`src/rtl/chronos_mem_pkg.sv`:
```
// Shared types and helpers for the load/store unit: funct3 codes, FSM states,
// access-size decode and byte-lane mask/data generation.
package chronos_mem_pkg;

   localparam logic [2:0] F3_LB  = 3'b000;
   localparam logic [2:0] F3_LH  = 3'b001;
   localparam logic [2:0] F3_LW  = 3'b010;
   localparam logic [2:0] F3_LBU = 3'b100;
   localparam logic [2:0] F3_LHU = 3'b101;
   localparam logic [2:0] F3_SB  = 3'b000;
   localparam logic [2:0] F3_SH  = 3'b001;
   localparam logic [2:0] F3_SW  = 3'b010;

   typedef enum logic [1:0] {ST_IDLE, ST_WAIT, ST_DONE} mau_state_e;
   typedef enum logic [1:0] {SZ_BYTE, SZ_HALF, SZ_WORD} acc_size_e;

   // Request fields captured at acceptance and held through WAIT.
   typedef struct packed {
      logic        write;
      acc_size_e   size;
      logic        is_unsigned;
      logic [1:0]  off;
      logic [29:0] waddr;
      logic [3:0]  mask;
      logic [31:0] wdata;
   } mem_req_t;

   // Loads and stores decode funct3 differently; unused codes fall back to word.
   function automatic acc_size_e decode_size(input logic write, input logic [2:0] funct3);
      acc_size_e sz;
      if (write) begin
         if (funct3 == F3_SB)      sz = SZ_BYTE;
         else if (funct3 == F3_SH) sz = SZ_HALF;
         else                      sz = SZ_WORD;
      end else begin
         case (funct3[1:0])
            2'b00:   sz = SZ_BYTE;
            2'b01:   sz = SZ_HALF;
            default: sz = SZ_WORD;
         endcase
      end
      return sz;
   endfunction

   function automatic logic is_misaligned(input acc_size_e size, input logic [1:0] off);
      return ((size == SZ_HALF) && off[0]) || ((size == SZ_WORD) && (off != 2'b00));
   endfunction

   function automatic logic [3:0] lane_mask(input acc_size_e size, input logic [1:0] off);
      logic [3:0] m;
      case (size)
         SZ_BYTE: m = 4'b0001 << off;
         SZ_HALF: m = 4'b0011 << {off[1], 1'b0};
         default: m = 4'b1111;
      endcase
      return m;
   endfunction

   function automatic logic [31:0] store_data(input acc_size_e size, input logic [31:0] wdata);
      logic [31:0] d;
      case (size)
         SZ_BYTE: d = {4{wdata[7:0]}};
         SZ_HALF: d = {2{wdata[15:0]}};
         default: d = wdata;
      endcase
      return d;
   endfunction

endpackage

```
`src/rtl/lsu_load_align.sv`:
```
// Picks the addressed byte/halfword out of a memory word and sign- or
// zero-extends it to 32 bits.
module lsu_load_align
   import chronos_mem_pkg::*;
(
   input  logic [31:0] rdata,
   input  logic [1:0]  byte_off,
   input  logic [1:0]  size,
   input  logic        is_unsigned,
   output logic [31:0] data
);

   logic [7:0]  byte_sel;
   logic [15:0] half_sel;

   always_comb begin
      byte_sel = rdata[7:0];
      case (byte_off)
         2'd0: byte_sel = rdata[7:0];
         2'd1: byte_sel = rdata[15:8];
         2'd2: byte_sel = rdata[23:16];
         2'd3: byte_sel = rdata[31:24];
         default: byte_sel = rdata[7:0];
      endcase
      half_sel = byte_off[1] ? rdata[31:16] : rdata[15:0];
   end

   always_comb begin
      data = rdata;
      if (size == SZ_BYTE)
         data = {{24{~is_unsigned & byte_sel[7]}}, byte_sel};
      else if (size == SZ_HALF)
         data = {{16{~is_unsigned & half_sel[15]}}, half_sel};
   end

endmodule

```
`src/rtl/mem_access_unit.sv`:
```
// MEM-stage load/store unit: stalls the pipeline while one word-bus access is
// outstanding, formats load data, flags misaligned accesses and bus timeouts.
module mem_access_unit
   import chronos_mem_pkg::*;
#(
   parameter int MAX_WAIT = 16
) (
   input  logic        clk,
   input  logic        rst,
   input  logic        req_valid,
   input  logic        req_write,
   input  logic [2:0]  req_funct3,
   input  logic [31:0] req_addr,
   input  logic [31:0] req_wdata,
   output logic        stall,
   output logic        resp_valid,
   output logic [31:0] load_data,
   output logic        misaligned,
   output logic        bus_error,
   output logic        mem_enable,
   output logic        mem_cmd,
   output logic [31:0] mem_addr,
   output logic [3:0]  mem_mask,
   output logic [31:0] mem_wdata,
   input  logic        mem_valid,
   input  logic [31:0] mem_rdata
);

   localparam int CNT_W = $clog2(MAX_WAIT + 1);

   mau_state_e       state, nxt;
   mem_req_t         lat;
   logic [CNT_W-1:0] wait_cnt;
   logic             err_q;
   acc_size_e        req_size;
   logic             req_mis, req_hit, accept, timeout;
   logic [31:0]      aligned_data;

   assign req_size = decode_size(req_write, req_funct3);
   assign req_mis  = is_misaligned(req_size, req_addr[1:0]);
   assign req_hit  = rst && (state == ST_IDLE) && req_valid;
   assign accept   = req_hit && !req_mis;
   assign timeout  = (state == ST_WAIT) && !mem_valid && (wait_cnt == CNT_W'(MAX_WAIT - 1));

   lsu_load_align u_align (
      .rdata       (mem_rdata),
      .byte_off    (lat.off),
      .size        (lat.size),
      .is_unsigned (lat.is_unsigned),
      .data        (aligned_data)
   );

   always_comb begin
      nxt = state;
      case (state)
         ST_IDLE: if (accept) nxt = ST_WAIT;
         ST_WAIT: if (mem_valid || timeout) nxt = ST_DONE;
         ST_DONE: nxt = ST_IDLE;
         default: nxt = ST_IDLE;
      endcase
   end

   always_ff @(posedge clk) begin
      if (!rst) begin
         state     <= ST_IDLE;
         lat       <= '0;
         wait_cnt  <= '0;
         err_q     <= 1'b0;
         load_data <= '0;
      end else begin
         state <= nxt;
         if (accept) begin
            lat <= '{write:       req_write,
                     size:        req_size,
                     is_unsigned: req_funct3[2],
                     off:         req_addr[1:0],
                     waddr:       req_addr[31:2],
                     mask:        lane_mask(req_size, req_addr[1:0]),
                     wdata:       store_data(req_size, req_wdata)};
            wait_cnt <= '0;
            err_q    <= 1'b0;
         end
         if (state == ST_WAIT) begin
            if (mem_valid) begin
               if (!lat.write) load_data <= aligned_data;
            end else begin
               wait_cnt <= wait_cnt + CNT_W'(1);
               if (timeout) begin
                  err_q     <= 1'b1;
                  load_data <= '0;
               end
            end
         end
      end
   end

   // Combinational strobes are gated by reset so nothing leaks while rst is low.
   assign stall      = accept || (rst && (state == ST_WAIT));
   assign misaligned = req_hit && req_mis;
   assign resp_valid = rst && (state == ST_DONE);
   assign bus_error  = rst && (state == ST_DONE) && err_q;
   assign mem_enable = rst && (state == ST_WAIT);
   assign mem_cmd    = lat.write;
   assign mem_addr   = {lat.waddr, 2'b00};
   assign mem_mask   = lat.mask;
   assign mem_wdata  = lat.wdata;

endmodule

```
`config.mk`:
```
export PLATFORM = sky130hd
export DESIGN_NAME = mem_access_unit
export DESIGN_NICKNAME = d
export VERILOG_FILES = /design/src/rtl/chronos_mem_pkg.sv /design/src/rtl/lsu_load_align.sv /design/src/rtl/mem_access_unit.sv
export SDC_FILE = /design/constraint.sdc
export NUM_CORES = 1
export LEC_CHECK = 0
export ABC_AREA = 1
export ABC_CLOCK_PERIOD_IN_PS = 3310
export CAP_MARGIN = 20
export CORE_AREA = 2 2 101 127
export DETAILED_ROUTE_END_ITERATION = 10
export DIE_AREA = 0 0 103 129
export PLACE_DENSITY = 0.93
export SLEW_MARGIN = 20
export SYNTH_ARGS = -nofsm -noshare
export SYNTH_HDL_FRONTEND = slang
export SYNTH_SLANG_ARGS = --single-unit
```
`constraint.sdc`:
```
create_clock -name clk -period 3.31 [get_ports clk]
set_input_delay 0.331 -clock clk [delete_from_list [all_inputs] [get_ports clk]]
set_output_delay 0.331 -clock clk [all_outputs]
set_load 0.05 [all_outputs]
```
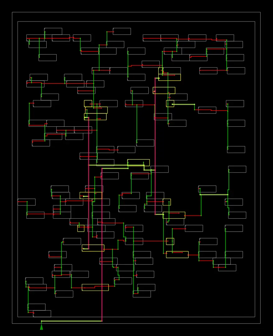
Fig. 1. The clock network.
number of buffers created by CTS: 9
Clock Latency Late Sink: 0.35 ns
clock buffer instance count of the final layout: 9
worst-case clock skew: 0.00937 ns
Flops: 112

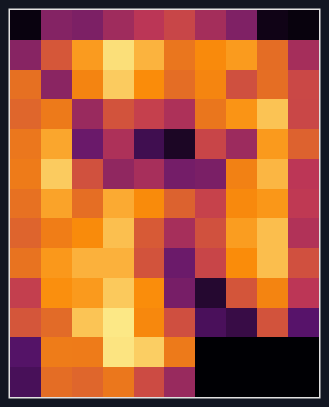
Fig. 2. Cell area per tile.
(3 px per um) The die is cut into 10 by 13 equal tiles; black is low, pale yellow is high, 0 to 100% covered.
The emptiest ninth of the die: south-east. The mean over all tiles is 56%. 22% of the tiles are over 75% full. The fullest tile reaches 95%. 6.2% of the tiles are nearly empty.

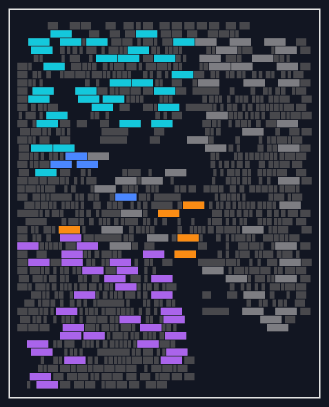
Fig. 3. Sequential cells colored by netlist name.
(3 px per um)
Key: `mem_mask` = blue [placed flops 4, where west]; `mem_addr` = cyan [placed flops 30]; `lat` = orange [placed flops 5, where center]; `mem_wdata` = purple [placed flops 32]
Another 41 sequential cells are not colored.

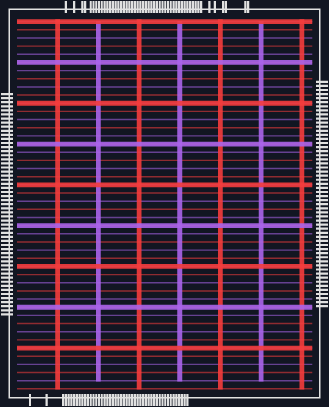
Fig. 4. Floorplan with the power grid.
(3 px per um) Pins as bars on the die edge.
Key: VSS = red; VDD = purple
210 signal pins sit on the boundary. 46 met1 rails follow the rows.

==> ci_impl_report.md <==
### Flow metrics

| Metric | Value |
|---|---|
| Status | finished, final reports clean |
| Placed standard-cell area | 7280 um^2 |
| Vias per std cell | 5.25 |
| Number of H-tree levels | 3 |
| Cell area after layout | 7580 um^2 |
| Total iterations of the first detailed-routing run | 5 |
| Number of instances in the placed design | 1080 |
| Flop2flop setup slack | 1.21 ns |
| Yosys stat chip area | 5660 um^2 |
| Xor-xnor portion of the synthesized cell area | 0% |
| GR Overflow Total | 0 |
| Finished Core Util | 62.9% |
| Wire length of the first global-routing pass | 24900 um |
| Worst setup path end | stall |
| Aoi share | 13.2% |
| Power, Total | 3.17 mW |
| FF+latch count, synth | 112 |
| Relative contribution of the clock network to total power | 34.7% |
| Worst slack at placement | 0.705 ns |
| Flop area | 2240 um^2 |
| Kind of critical path | in2out |
| Design internal power | 2.24 mW |
| Family of cells with the greatest summed delay on the critical path | buffers and inverters |
| Post-synthesis adder-cell area fraction | 0.442% |
| Largest fanout on the critical path | 83 |
| Vias | 5753 |
| Peak supply drop | 0.297 mV |
| Total tool warning count | 26 |
| Cell class with the largest area share | combinational gates |
| Areal power density over the cells | 418 nW/um^2 |
| Buffer depth of the longest clock path | 2 |
| Wire length per cell | 14.7 um |
| Req. time, crit path | 2.98 ns |
| Leakage power total | 2.72 nW |
| Worst reg2reg endpoint | load_data[3] |
| Top-level I/O count | 210 |
| Total net switching power | 0.927 mW |
| Clock tree root driver cell | clkbuf_16 |
| FF-to-FF path depth | 6 |
| Area growth from synthesis to layout | 34.1% |
| Floorplan core density | 47.0% |
| Well Taps | 164 |
| Multi-input logic area | 2560 um^2 |
| Clk tree area frac | 3.99% |
| Fillers | 1089 |
| Largest area contributor in the netlist | dfxtp_1 |
-- routing by layer --
layer | wire, um | share of wire, % | GRT usage [%]
met1 | 6150 | 38 | 28.1
met2 | 7970 | 49 | 40.2
met3 | 1380 | 8.6 | 3.86
met4 | 622 | 3.9 | 12.4
met5 | 0 | 0 | 0
-- cells in the mapped netlist --
cell type	n
nand3_4	1
nor2_4	2
a21oi_1	113
nor3_1	2
nor2_2	2
nand3_1	74
inv_1	21
buf_2	17
nand4_1	7
nand3_2	2
clkinv_1	2
o21ai_0	23
dfxtp_1	112
o211ai_1	5
ha_1	2
conb_1	1
buf_4	80
o21a_1	2
and2_1	1
o31ai_1	1
a21boi_0	1
clkbuf_1	19
inv_2	5
or2_2	2
nand2_2	3
nor3_2	9
nor2_1	49
nand2_1	258
Power is estimated from default activity; no workload was simulated.
